==> images/placed.png <==
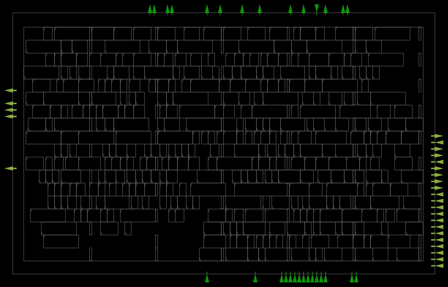
==> images/sizing.png <==
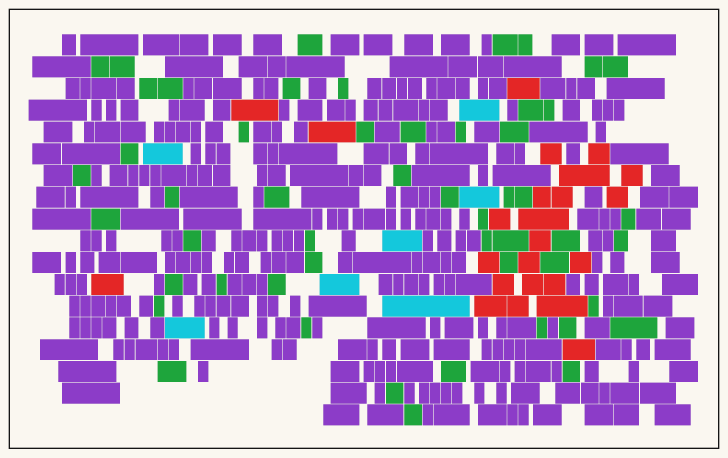
File: src/rtl/hazard_sequencer.sv
// Pipeline sequencer for the 5-stage MIPS core: per-stage enables/flushes from
// load-use, branch/jump, data-memory wait and halt/drain/resume.
//
// state   | meaning
// RUN     | normal issue; hazards resolved by priority stall/flush
// MEMWAIT | data memory busy; whole pipe frozen, wait_cnt running
// DRAIN   | fetch stopped, bubbles pushed until ID..WB empty
// HALTED  | pipe empty; only leaves on resume
module hazard_sequencer #(
   parameter int CNT_W     = 16,
   parameter int MAX_WAIT  = 255,
   parameter int DRAIN_CYC = 4
) (
   input  logic             clk,
   input  logic             reset,
   input  logic [5:0]       id_opcode,
   input  logic [4:0]       id_rs,
   input  logic [4:0]       id_rt,
   input  logic             id_jump,
   input  logic             ex_memread,
   input  logic [4:0]       ex_rt,
   input  logic             ex_branch_taken,
   input  logic             dmem_req,
   input  logic             dmem_ready,
   input  logic             halt_req,
   input  logic             resume,
   output logic             pc_en,
   output logic             ifid_en,
   output logic             idex_en,
   output logic             exmem_en,
   output logic             ifid_flush,
   output logic             idex_flush,
   output logic             memwb_flush,
   output logic             halted,
   output logic             mem_err,
   output logic [CNT_W-1:0] stall_cnt
);

   localparam int WAIT_W = $clog2(MAX_WAIT + 1);
   localparam int DRN_W  = (DRAIN_CYC > 1) ? $clog2(DRAIN_CYC) : 1;

   localparam logic [1:0] S_RUN     = 2'd0;
   localparam logic [1:0] S_MEMWAIT = 2'd1;
   localparam logic [1:0] S_DRAIN   = 2'd2;
   localparam logic [1:0] S_HALTED  = 2'd3;

   logic [1:0]        state, state_nxt;
   logic [WAIT_W-1:0] wait_cnt, wait_nxt;
   logic [DRN_W-1:0]  drain_cnt;
   logic              halt_pend;
   logic              rt_src, load_use, memwait, advance, drain_entry;

   assign rt_src   = (id_opcode == 6'b000000) | (id_opcode == 6'b101011) |
                     (id_opcode == 6'b000101);
   assign load_use = ex_memread & (ex_rt != 5'd0) &
                     ((ex_rt == id_rs) | (rt_src & (ex_rt == id_rt)));
   assign memwait  = dmem_req & ~dmem_ready;
   assign advance  = ~memwait & ~load_use;

   always_comb begin
      pc_en       = 1'b1;
      ifid_en     = 1'b1;
      idex_en     = 1'b1;
      exmem_en    = 1'b1;
      ifid_flush  = 1'b0;
      idex_flush  = 1'b0;
      memwb_flush = 1'b0;
      if (reset) begin
         pc_en       = 1'b0;
         ifid_flush  = 1'b1;
         idex_flush  = 1'b1;
         memwb_flush = 1'b1;
      end else if (state == S_HALTED) begin
         pc_en      = 1'b0;
         ifid_en    = 1'b0;
         idex_flush = 1'b1;
      end else begin
         if (memwait) begin
            pc_en       = 1'b0;
            ifid_en     = 1'b0;
            idex_en     = 1'b0;
            exmem_en    = 1'b0;
            memwb_flush = 1'b1;
         end else if (ex_branch_taken) begin
            ifid_flush = 1'b1;
            idex_flush = 1'b1;
         end else if (load_use) begin
            pc_en      = 1'b0;
            ifid_en    = 1'b0;
            idex_flush = 1'b1;
         end else if (id_jump) begin
            ifid_flush = 1'b1;
         end
         // Draining still lets a taken branch load its target so resume restarts correctly.
         if (state == S_DRAIN) begin
            if (memwait | ~ex_branch_taken)
               pc_en = 1'b0;
            if (~memwait & (ex_branch_taken | ~load_use))
               ifid_flush = 1'b1;
         end
      end
   end

   always_comb begin
      state_nxt = state;
      wait_nxt  = wait_cnt;
      case (state)
         S_RUN: begin
            if (memwait) begin
               state_nxt = S_MEMWAIT;
               wait_nxt  = WAIT_W'(1);
            end else if (halt_req) begin
               state_nxt = S_DRAIN;
            end
         end
         S_MEMWAIT: begin
            if (~memwait) begin
               state_nxt = (halt_pend | halt_req) ? S_DRAIN : S_RUN;
               wait_nxt  = '0;
            end else if (wait_cnt != '1) begin
               wait_nxt = wait_cnt + WAIT_W'(1);
            end
         end
         S_DRAIN: begin
            if (advance && (drain_cnt == '0))
               state_nxt = S_HALTED;
         end
         default: begin
            if (resume)
               state_nxt = S_RUN;
         end
      endcase
   end

   assign drain_entry = (state_nxt == S_DRAIN) && (state != S_DRAIN);

   always_ff @(posedge clk) begin
      if (reset) begin
         state     <= S_RUN;
         wait_cnt  <= '0;
         drain_cnt <= '0;
         halt_pend <= 1'b0;
         halted    <= 1'b0;
         mem_err   <= 1'b0;
         stall_cnt <= '0;
      end else begin
         state    <= state_nxt;
         wait_cnt <= wait_nxt;
         halted   <= (state_nxt == S_HALTED);
         if (wait_nxt == WAIT_W'(MAX_WAIT))
            mem_err <= 1'b1;
         if (drain_entry)
            halt_pend <= 1'b0;
         else if (((state == S_RUN) || (state == S_MEMWAIT)) && memwait && halt_req)
            halt_pend <= 1'b1;
         // drain_cnt is a down-counter; terminal count 0 on an advancing cycle ends the drain.
         if (drain_entry)
            drain_cnt <= DRN_W'(DRAIN_CYC - 1);
         else if ((state == S_DRAIN) && advance && (drain_cnt != '0))
            drain_cnt <= drain_cnt - DRN_W'(1);
         if (((state == S_RUN) || (state == S_MEMWAIT)) && ~pc_en && (stall_cnt != '1))
            stall_cnt <= stall_cnt + CNT_W'(1);
      end
   end

endmodule

File: config.mk
export PLATFORM = sky130hd
export DESIGN_NAME = hazard_sequencer
export DESIGN_NICKNAME = d
export VERILOG_FILES = /design/src/rtl/hazard_sequencer.sv
export SDC_FILE = /design/constraint.sdc
export NUM_CORES = 1
export LEC_CHECK = 0
export ABC_AREA = 1
export CORE_ASPECT_RATIO = 0.6
export CORE_MARGIN = 2
export CORE_UTILIZATION = 54
export DETAILED_ROUTE_END_ITERATION = 10
export MAX_ROUTING_LAYER = met4
export PLACE_DENSITY = 0.86
export SLEW_MARGIN = 0
export SYNTH_ARGS = -nofsm -noshare
export SYNTH_HDL_FRONTEND = slang
export SYNTH_SLANG_ARGS = --single-unit
File: constraint.sdc
create_clock -name clk -period 2.5 [get_ports clk]
set_input_delay 0.5 -clock clk [delete_from_list [all_inputs] [get_ports clk]]
set_output_delay 0.5 -clock clk [all_outputs]
set_load 0.02 [all_outputs]
==> flow_summary.html <==
<h3>Flow metrics</h3>
<table>
<tr><th>Metric</th><th>Value</th></tr>
<tr><th colspan="2">Status</th></tr>
<tr><td>Outcome</td><td>completed</td></tr>
<tr><th colspan="2">Timing</th></tr>
<tr><td>Maximum achievable frequency</td><td>412 MHz</td></tr>
<tr><td>Slew Limit Fails</td><td>0</td></tr>
<tr><td>Post-layout minimum cycle time</td><td>2.43 ns</td></tr>
<tr><td>Slew HR</td><td>70.1%</td></tr>
<tr><td>Final count of hold timing violations</td><td>0</td></tr>
<tr><th colspan="2">Final layout</th></tr>
<tr><td>Number of fill cells</td><td>308</td></tr>
<tr><td>Final instance area</td><td>3090 sq um</td></tr>
<tr><td>Proportion of layout cells with a drive suffix above 1</td><td>20.5%</td></tr>
<tr><td>Top Layout Cells</td><td>nand2_1, inv_1, clkdlybuf4s50_1</td></tr>
<tr><td>Dominant logic cell type in the layout</td><td>nand2_1</td></tr>
<tr><th colspan="2">Drt</th></tr>
<tr><td>DR WL met3</td><td>586 um</td></tr>
<tr><td>Total number of vias</td><td>2468</td></tr>
<tr><td>Uppermost signal routing layer after detailed routing</td><td>met4</td></tr>
<tr><td>Detail Route met2 WL</td><td>2690 um</td></tr>
<tr><td>Metal-1 WL</td><td>3000 um</td></tr>
<tr><th colspan="2">Logic synthesis</th></tr>
<tr><td>Area fraction in mux cells</td><td>0%</td></tr>
<tr><td>Compound-cell area share of the yosys netlist</td><td>10.3%</td></tr>
<tr><td>Post-synth top area cell</td><td>dfxtp_1</td></tr>
<tr><td>Average cell area after synthesis</td><td>6.84 sq um</td></tr>
<tr><td>Post-Synth Simple-Gate Area</td><td>40.2%</td></tr>
<tr><td>Synthesized-area fraction occupied by adder cells</td><td>1.62%</td></tr>
<tr><td>Number of instances in the synthesized netlist</td><td>338</td></tr>
<tr><th colspan="2">Clock tree</th></tr>
<tr><td>Number of post-CTS setup repair buffers</td><td>0</td></tr>
<tr><td>Total number of clock tree sinks</td><td>31</td></tr>
<tr><td>Bufs on Longest Clock Path</td><td>2</td></tr>
<tr><td>Clock insertion delay at the later pin of the skew report</td><td>0.29 ns</td></tr>
<tr><td>Number of levels the H-tree was split into</td><td>2</td></tr>
<tr><td>Number of buffers created by CTS</td><td>5</td></tr>
<tr><th colspan="2">Worst setup path</th></tr>
<tr><td>Largest fanout on the critical path</td><td>6</td></tr>
<tr><td>Crit start category</td><td>input pin</td></tr>
<tr><td>Worst Path Required</td><td>2.00 ns</td></tr>
<tr><td>Source of the worst register-to-register timing path</td><td>stall_cnt[0]$_SDFFE_PP0P_</td></tr>
<tr><td>Launching instance or port of the critical path</td><td>reset</td></tr>
<tr><th colspan="2">Global route</th></tr>
<tr><td>Global-route wire length before repair</td><td>9920 um</td></tr>
<tr><td>Via count of the first global-routing pass</td><td>2143</td></tr>
<tr><th colspan="2">Floorplan</th></tr>
<tr><td>Die footprint</td><td>4840 sq um</td></tr>
<tr><td>Die X</td><td>88.5 um</td></tr>
<tr><td>Die Height</td><td>54.7 um</td></tr>
<tr><th colspan="2">Run</th></tr>
<tr><td>Max-cap violation count</td><td>0</td></tr>
<tr><th colspan="2">Placement</th></tr>
<tr><td>IO Port Bufs</td><td>54</td></tr>
<tr><td>Post-place setup slack</td><td>-0.490 ns</td></tr>
<tr><td>Global placer's final weighted congestion</td><td>0.918</td></tr>
<tr><th colspan="2">Min path</th></tr>
<tr><td>Worst hold path depth</td><td>2</td></tr>
<tr><th colspan="2">Power</th></tr>
<tr><td>Leakage component of the power</td><td>1.34 nW</td></tr>
<tr><td>Power per Cell Area</td><td>436 nW/um^2</td></tr>
<tr><td>Maximum vdd drop</td><td>0.000369 V</td></tr>
</table>
About placed.png:
core region area: 4100 sq um
num tapcells: 60
number of core rows: 18

About sizing.png:
legend:
  red:
    size: x3 and x4
    cells: 24
    most_used: buf_4
  purple:
    size: x1 and smaller
    cells: 322
    most_used: nand2_1
  green:
    size: x2
    cells: 52
    most_used: inv_2
  cyan:
    size: x6 and larger
    cells: 7
    most_used: clkbuf_8
number of signal-net buffers in the layout: 67
final setup slack of the worst path: 0.0745 ns

-- routing by layer --
metal  vias up  GRT usage [%]
met2       126           40.6
met3        13           5.43
met1      1097           38.7
li1       1232              -
met4         0           7.83
met5         -              -
-- path summary, 6_finish.rpt --
kind | to | slack [ns]
worst max register to register | stall_cnt[0]$_SDFFE_PP0P_ | 0.37
worst min register to register | mem_err$_SDFFE_PP0N_ | 0.46
worst max-delay path | idex_en | 0.07
worst min-delay path | mem_err$_SDFFE_PP0N_ | 0.46
-- synth_stat cells (all sizes together) --
library cell / n
nor4: 4
nand2: 75
buf: 3
a211oi: 1
xnor2: 3
xor2: 16
a21oi: 18
nor3: 11
o21ai: 15
nor2: 39
nand3: 27
o211ai: 4
clkinv: 2
ha: 3
inv: 57
or2: 2
clkbuf: 5
dfxtp: 31
nand4: 22
-- power breakdown --
part,switching (mW),internal (mW),total [mW]
clock network,0.202,0.322,0.524
logic,0.172,0.125,0.296
registers,0.0168,0.511,0.527
-- timing repair --
action	in CTS	in global routing
endpoints found under the setup margin	5	5
pin swaps	0	12
hold endpoints to repair	0	0
cloned	0	0
gates resized	18	22
-- worst max-delay path, cell delays in order --
cell and delay, ns:
clkdlybuf4s50_1 0.61, nor2_1 0.10, nand2_1 0.09, clkdlybuf4s50_1 0.62
-- per-stage QoR --
step                      std cells  setup TNS (ns)  utilization [%]
after CTS                       465               0             73.9
after global placement          457           -1.42             71.4
after floorplan                 338               0                -
final                           465               0             75.4
after detailed placement        457           -2.63             71.4
after global routing            465         -0.0298             75.4
-- area by class of cell --
type / instances / area share, %
timing repair buffer: 67 / 20.9
multi-input combinational: 240 / 45.5
clock inverter: 2 / 1.13
sequential: 31 / 20.1
inverter: 59 / 7.25
clock buffer: 6 / 2.67
tap: 60 / 2.43
-- cell families after synthesis --
logic type | Yosys count
compound gates | 38
xor+xnor | 19
fa+ha+maj | 3
buf+inv | 67
flops | 31
simple gates | 180
-- flip-flops by register name, summed over array words and instances (netlist names) --
name and count:
halted 1, mem_err 1, wait_cnt 8, drain_cnt 2, halt_pend 1, stall_cnt 16, state 2
Power and IR drop assume default switching activity.
